==> config.mk <==
export PLATFORM = sky130hd
export DESIGN_NAME = alu_core
export DESIGN_NICKNAME = d
export VERILOG_FILES = /design/src/rtl/alu_core.sv
export SDC_FILE = /design/constraint.sdc
export NUM_CORES = 1
export LEC_CHECK = 0
export CORE_MARGIN = 2
export CORE_UTILIZATION = 51
export DETAILED_ROUTE_END_ITERATION = 8
export GPL_TIMING_DRIVEN = 0
export PLACE_DENSITY = 0.85
export SLEW_MARGIN = 15
export SYNTH_ARGS = -nofsm -noshare
export SYNTH_HDL_FRONTEND = slang
export SYNTH_SLANG_ARGS = --single-unit
export TNS_END_PERCENT = 10
==> constraint.sdc <==
create_clock -name clk -period 2.48 [get_ports clk]
set_clock_uncertainty 0.2 [all_clocks]
set_input_delay 0.372 -clock clk [delete_from_list [all_inputs] [get_ports clk]]
set_output_delay 0.372 -clock clk [all_outputs]
set_load 0.005 [all_outputs]
==> src/rtl/alu_core.sv <==
// Sequential ALU: single-cycle add/sub/logic, iterative shifts and an optional
// shift-add multiplier (compiled in when ALU_MUL_EN is defined).
module alu_core #(
   parameter int unsigned WIDTH = 8
) (
   input  logic             clk,
   input  logic             reset,
   input  logic             start,
   input  logic [2:0]       op,
   input  logic [WIDTH-1:0] a,
   input  logic [WIDTH-1:0] b,
   output logic             busy,
   output logic             done,
   output logic [WIDTH-1:0] result,
   output logic             zero,
   output logic             carry,
   output logic             illegal
);

   localparam int unsigned CNT_W = $clog2(WIDTH + 1);

   localparam logic [2:0] OP_ADD = 3'b000;
   localparam logic [2:0] OP_SUB = 3'b001;
   localparam logic [2:0] OP_AND = 3'b010;
   localparam logic [2:0] OP_OR  = 3'b011;
   localparam logic [2:0] OP_XOR = 3'b100;
   localparam logic [2:0] OP_SHL = 3'b101;
   localparam logic [2:0] OP_SHR = 3'b110;
   localparam logic [2:0] OP_MUL = 3'b111;

   typedef enum logic [2:0] {
      IDLE   = 3'd0,
      EXEC   = 3'd1,
      SHIFT  = 3'd2,
      MUL    = 3'd3,
      FINISH = 3'd4
   } state_t;

   state_t             state, state_n;
   logic [2:0]         op_q, op_n;
   logic [WIDTH-1:0]   wa, wa_n;
   logic [WIDTH-1:0]   wb, wb_n;
   logic [CNT_W-1:0]   cnt, cnt_n;
   logic               cy_w, cy_n;
   logic               ill_w, ill_n;
   logic [WIDTH-1:0]   fin_res_c;
   logic               fin_cy_c;
`ifdef ALU_MUL_EN
   logic [WIDTH-1:0]   acc, acc_n;
   logic [WIDTH:0]     sum_c;
`endif

   // Next-state and working-register update
   always_comb begin
      state_n   = state;
      op_n      = op_q;
      wa_n      = wa;
      wb_n      = wb;
      cnt_n     = cnt;
      cy_n      = cy_w;
      ill_n     = ill_w;
      fin_res_c = wa;
      fin_cy_c  = cy_w;
`ifdef ALU_MUL_EN
      acc_n     = acc;
      sum_c     = '0;
`endif
      case (state)
         IDLE: begin
            if (start) begin
               op_n  = op;
               wa_n  = a;
               wb_n  = b;
               cy_n  = 1'b0;
               ill_n = 1'b0;
`ifdef ALU_MUL_EN
               acc_n = '0;
`endif
               case (op)
                  OP_SHL, OP_SHR: begin
                     cnt_n   = CNT_W'(b[2:0]);
                     state_n = SHIFT;
                  end
`ifdef ALU_MUL_EN
                  OP_MUL: begin
                     cnt_n   = CNT_W'(WIDTH);
                     state_n = MUL;
                  end
`endif
                  // Unimplemented MUL passes through EXEC to keep the 2-cycle latency
                  default: state_n = EXEC;
               endcase
            end
         end
         EXEC: begin
            state_n = FINISH;
            case (op_q)
               OP_ADD: {cy_n, wa_n} = (WIDTH + 1)'(wa) + (WIDTH + 1)'(wb);
               OP_SUB: begin
                  wa_n = wa - wb;
                  cy_n = (wa < wb);
               end
               OP_AND: begin
                  wa_n = wa & wb;
                  cy_n = 1'b0;
               end
               OP_OR: begin
                  wa_n = wa | wb;
                  cy_n = 1'b0;
               end
               OP_XOR: begin
                  wa_n = wa ^ wb;
                  cy_n = 1'b0;
               end
               default: begin
                  wa_n  = '0;
                  cy_n  = 1'b0;
                  ill_n = 1'b1;
               end
            endcase
         end
         SHIFT: begin
            if (cnt == '0) begin
               state_n = FINISH;
            end else begin
               cnt_n = cnt - CNT_W'(1);
               if (op_q == OP_SHL) begin
                  cy_n = wa[WIDTH-1];
                  wa_n = {wa[WIDTH-2:0], 1'b0};
               end else begin
                  cy_n = wa[0];
                  wa_n = {1'b0, wa[WIDTH-1:1]};
               end
            end
         end
`ifdef ALU_MUL_EN
         // {acc, wb} is the product register; wb's LSB selects the add
         MUL: begin
            if (cnt == '0) begin
               state_n = FINISH;
            end else begin
               cnt_n = cnt - CNT_W'(1);
               sum_c = wb[0] ? (WIDTH + 1)'(acc) + (WIDTH + 1)'(wa) : (WIDTH + 1)'(acc);
               acc_n = sum_c[WIDTH:1];
               wb_n  = {sum_c[0], wb[WIDTH-1:1]};
            end
         end
`endif
         FINISH: begin
            state_n = IDLE;
`ifdef ALU_MUL_EN
            if (op_q == OP_MUL) begin
               fin_res_c = wb;
               fin_cy_c  = |acc;
            end
`endif
         end
         default: state_n = IDLE;
      endcase
   end

   // State, working registers and registered outputs
   always_ff @(posedge clk) begin
      if (reset) begin
         state   <= IDLE;
         op_q    <= '0;
         wa      <= '0;
         wb      <= '0;
         cnt     <= '0;
         cy_w    <= 1'b0;
         ill_w   <= 1'b0;
`ifdef ALU_MUL_EN
         acc     <= '0;
`endif
         busy    <= 1'b0;
         done    <= 1'b0;
         result  <= '0;
         zero    <= 1'b1;
         carry   <= 1'b0;
         illegal <= 1'b0;
      end else begin
         state <= state_n;
         op_q  <= op_n;
         wa    <= wa_n;
         wb    <= wb_n;
         cnt   <= cnt_n;
         cy_w  <= cy_n;
         ill_w <= ill_n;
`ifdef ALU_MUL_EN
         acc   <= acc_n;
`endif
         busy  <= (state_n != IDLE);
         done  <= (state == FINISH);
         if (state == FINISH) begin
            result  <= fin_res_c;
            zero    <= (fin_res_c == '0);
            carry   <= fin_cy_c;
            illegal <= ill_w;
         end
      end
   end

endmodule

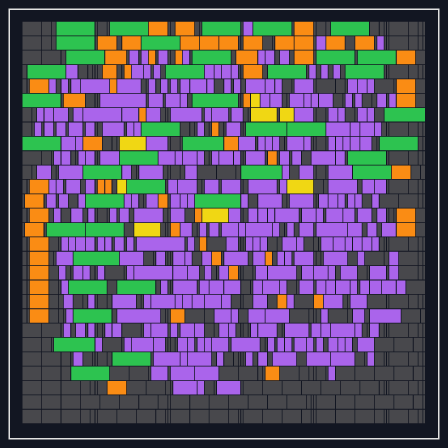
*Cells coloured by class, run 1*
Fill, decap, tap and diode cells in grey.
| colour | class | cells | share of their area |
|---|---|---|---|
| orange | remaining buffers and delay cells | 60 | 13% |
| yellow | clock drivers and dummy loads | 8 | 2.4% |
| green | sequential cells | 41 | 23% |
| purple | combinational and other logic | 339 | 61% |

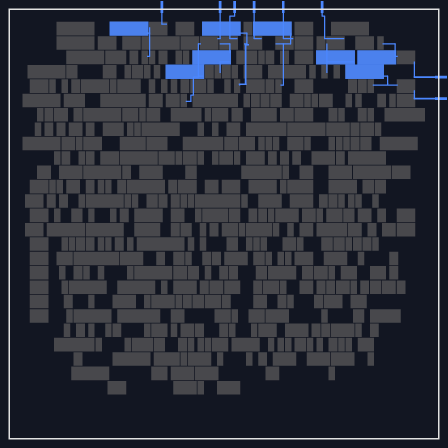
*Wires at chosen ports, followed through buffers, run 1*
| colour | port | bits | direction | edge | end cells | buffers | wire |
|---|---|---|---|---|---|---|---|
| blue | result | 8 | output | 6 north, 2 east | 8 | 8 | 128 um |
IO Port Bufs: 34
Ports: 35

==> impl_metrics.csv, run 1 <==
group,metric,value,unit
synthesis,ys_sh_simple,25.2,%
final_timing,hold_violations,0,
worst_setup_path,crit_slowest_cell,"or4_1",
power_and_ir_drop,swShare,37.8,%
worst_setup_path,r2r_start,"fin_res_c[0]",
synthesis,ys_types,63,
synthesis,synth_dominant_cell_count,"nand2_1",
final_timing,setup_viol,1,
drt,firstDrtPassIters,5,
min_path,hold_path_end,"result[1]",
global_route,grt_max_degree,14,
worst_setup_path,worstSetupPathType,"flop to flop",
synthesis,area_leaders,"dfxtp_1 27%, ha_1 10%, nand2_1 8.1%",
final_timing,rsz0062_at_grt,"yes",
finish,comb_share,56.4,%
status,violations,"setup timing",
global_route,first_global_vias,2945,
finish,layout.nonclk_buf_share,13.1,%
status,status,"finished, violations left",
placement,dp_cells,513,
power_and_ir_drop,power_clock,0.441,mW
synthesis,synth_area,3030,um2
placement,place_congestion,0.965,
global_route,use_met3,4.00,%
worst_setup_path,regToRegSetupSlack,-0.01,ns
worst_setup_path,crit_fanout,3,
drt,drt_iter0_markers,418,
final_timing,final_max_slew_viol_count,0,
final_timing,timing.final.ws_setup,-0.0145,ns
worst_setup_path,path_buffers,2,
synthesis,avgSynthCellArea,7.49,um2
finish,seq_area,838,um2
placement,post-place-ws,-0.300,ns
synthesis,ys_sh_adder,11.7,%
finish,seq_cells,41,
cts,cts.clk_slew.worst_paths,0.08,ns
power_and_ir_drop,ir_worst_vdd,289,uV
drt,met2WireLength,4110,um
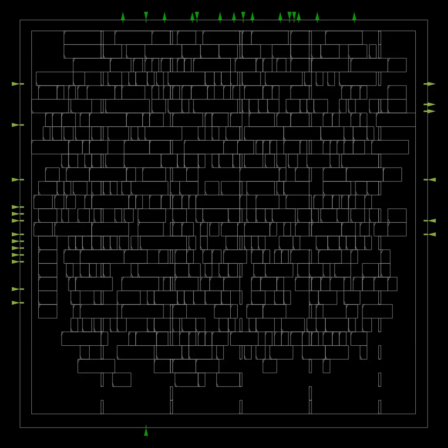
*Placed standard cells, run 1*
fraction of area in registers: 22.8%
core footprint: 5820 um2

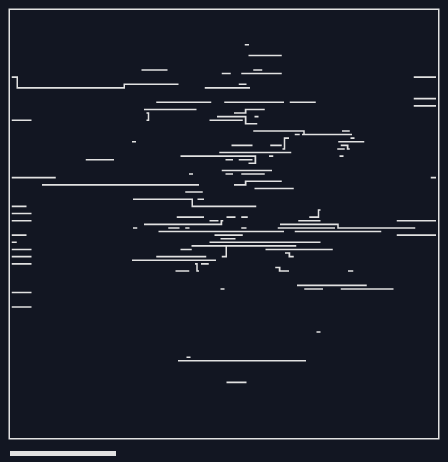
*Met3 routing, run 1*
Scale bar: 20 um.
share of all routed wire: 7.1%
main direction: horizontal
wire length on this layer: 621 um

[run 1: state kept, by name (all words and copies together) (netlist names)]
name       count
fin_res_c      8
result         8
wb             8
cnt            4
op_q           3
state          3
busy           1
carry          1
cy_w           1
done           1
ill_w          1
illegal        1
zero           1
[run 1: worst register-to-register path, stage by stage, from the launching register on]
cell	delay, ns
dfxtp_4	0.37
inv_4	0.07
ha_4	0.13
inv_1	0.05
fa_2	0.37
nand2b_4	0.09
a21oi_1	0.08
or4_1	0.42
a311oi_2	0.28
a221oi_2	0.06
a311oi_1	0.28
[run 1: through the flow]
step / cell area [um2] / TNS (ns)
after detailed placement: 3460 / -1.07
after global routing: 3680 / -0.398
final: 3680 / -0.0145
after global placement: 3460 / -0.772
after floorplan: 3030 / 0
after CTS: 3620 / -0.0686
### Metal 2, run 1

Cells faint in the background.
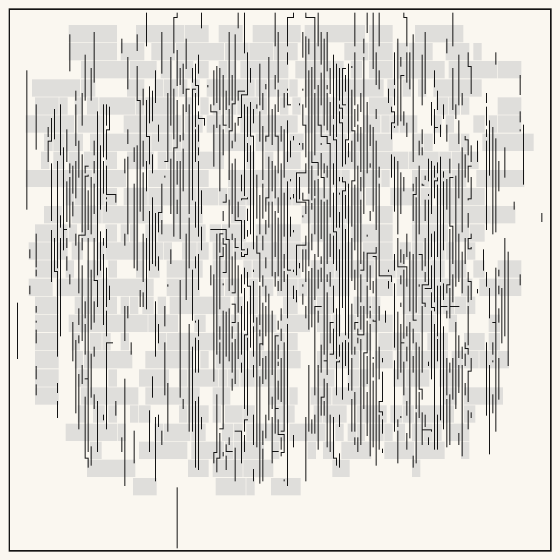

==> inputs of run 2 (changes only) <==
--- a/config.mk
+++ b/config.mk
@@ -10,8 +10,7 @@
 export DETAILED_ROUTE_END_ITERATION = 8
 export GPL_TIMING_DRIVEN = 0
 export PLACE_DENSITY = 0.85
-export SLEW_MARGIN = 15
 export SYNTH_ARGS = -nofsm -noshare
 export SYNTH_HDL_FRONTEND = slang
 export SYNTH_SLANG_ARGS = --single-unit
-export TNS_END_PERCENT = 10
+export TNS_END_PERCENT = 30
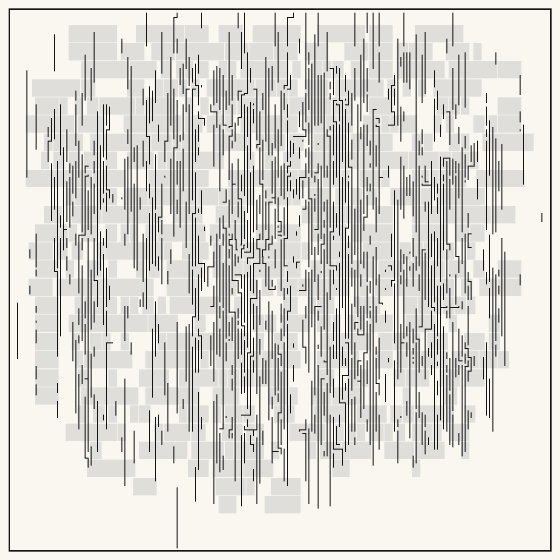
*Metal 2, run 2*
Cells faint in the background.
longest straight run: 32.0 um
main direction: vertical
share of all routed wire: 48%
nets with wire on the layer: 425

==> impl_metrics.csv, run 2 <==
group,metric,value,unit
status,status,"finished, violations left",
status,violations,"setup timing",
worst_setup_path,crit_slowest_cell,"dfxtp_2",
synthesis,ys_types,63,
final_timing,tns,-0.0259,ns
final_timing,hold_violations,0,
synthesis,area_leaders,"dfxtp_1 27%, ha_1 10%, nand2_1 8.1%",
placement,place_congestion,0.965,
worst_setup_path,r2r_start,"fin_res_c[1]",
placement,post-place-ws,-0.300,ns
synthesis,ys_sh_simple,25.2,%
worst_setup_path,path_buffers,1,
final_timing,rsz0062_at_grt,"yes",
synthesis,ys_sh_adder,11.7,%
synthesis,synth_dominant_cell_count,"nand2_1",
global_route,grt_max_degree,14,
final_timing,timing.final.ws_setup,-0.0259,ns
placement,dp_cells,513,
min_path,hold_path_end,"result[5]",
worst_setup_path,worstSetupPathType,"flop to flop",
worst_setup_path,regToRegSetupSlack,-0.03,ns
final_timing,final_max_slew_viol_count,0,
placement,placed_cell_area,3460,um2
placement,io_buffers,34,
final_timing,setup_viol,1,
floorplanning,design.portCount,35,
floorplanning,design.core.area,5820,um2
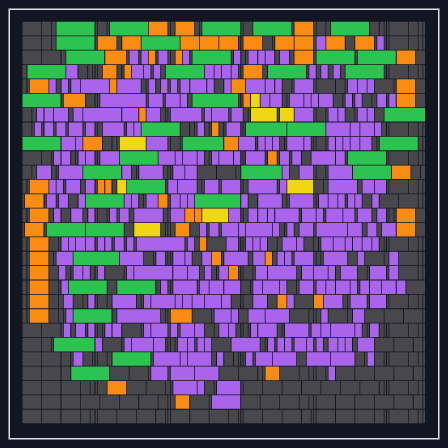
*Cells coloured by class, run 2*
Fill, decap, tap and diode cells in grey.
fraction of area in registers: 22.6%
site row count: 28
design area: 3700 um2

## run 2: cell counts after synthesis
No cell type changed its count.
## run 2: per-layer routing
layer  track usage, %  part of all wire (%)  up-vias
met2             43.4                    48      167
met5                0                     0        -
met1             35.6                    43     1534
met4             10.2                   2.6        0
li1                 -                     -     1515
met3             4.00                   7.1       32
## run 2: report_power, final
part	switching, mW	total [mW]	internal [mW]
Combinational	0.420	0.735	0.314
Sequential	0.0669	0.774	0.707
Clock	0.252	0.447	0.195
Total	0.739	1.96	1.22
## run 2: layout make-up
type | instances | area, um2
buffer | 24 | 129
multi-input combinational | 312 | 2080
inverter | 27 | 104
fill | 543 | 2110
sequential | 41 | 838
clock inverter | 3 | 17.5
timing repair buffer | 38 | 370
tap | 75 | 93.8
clock buffer | 5 | 68.8
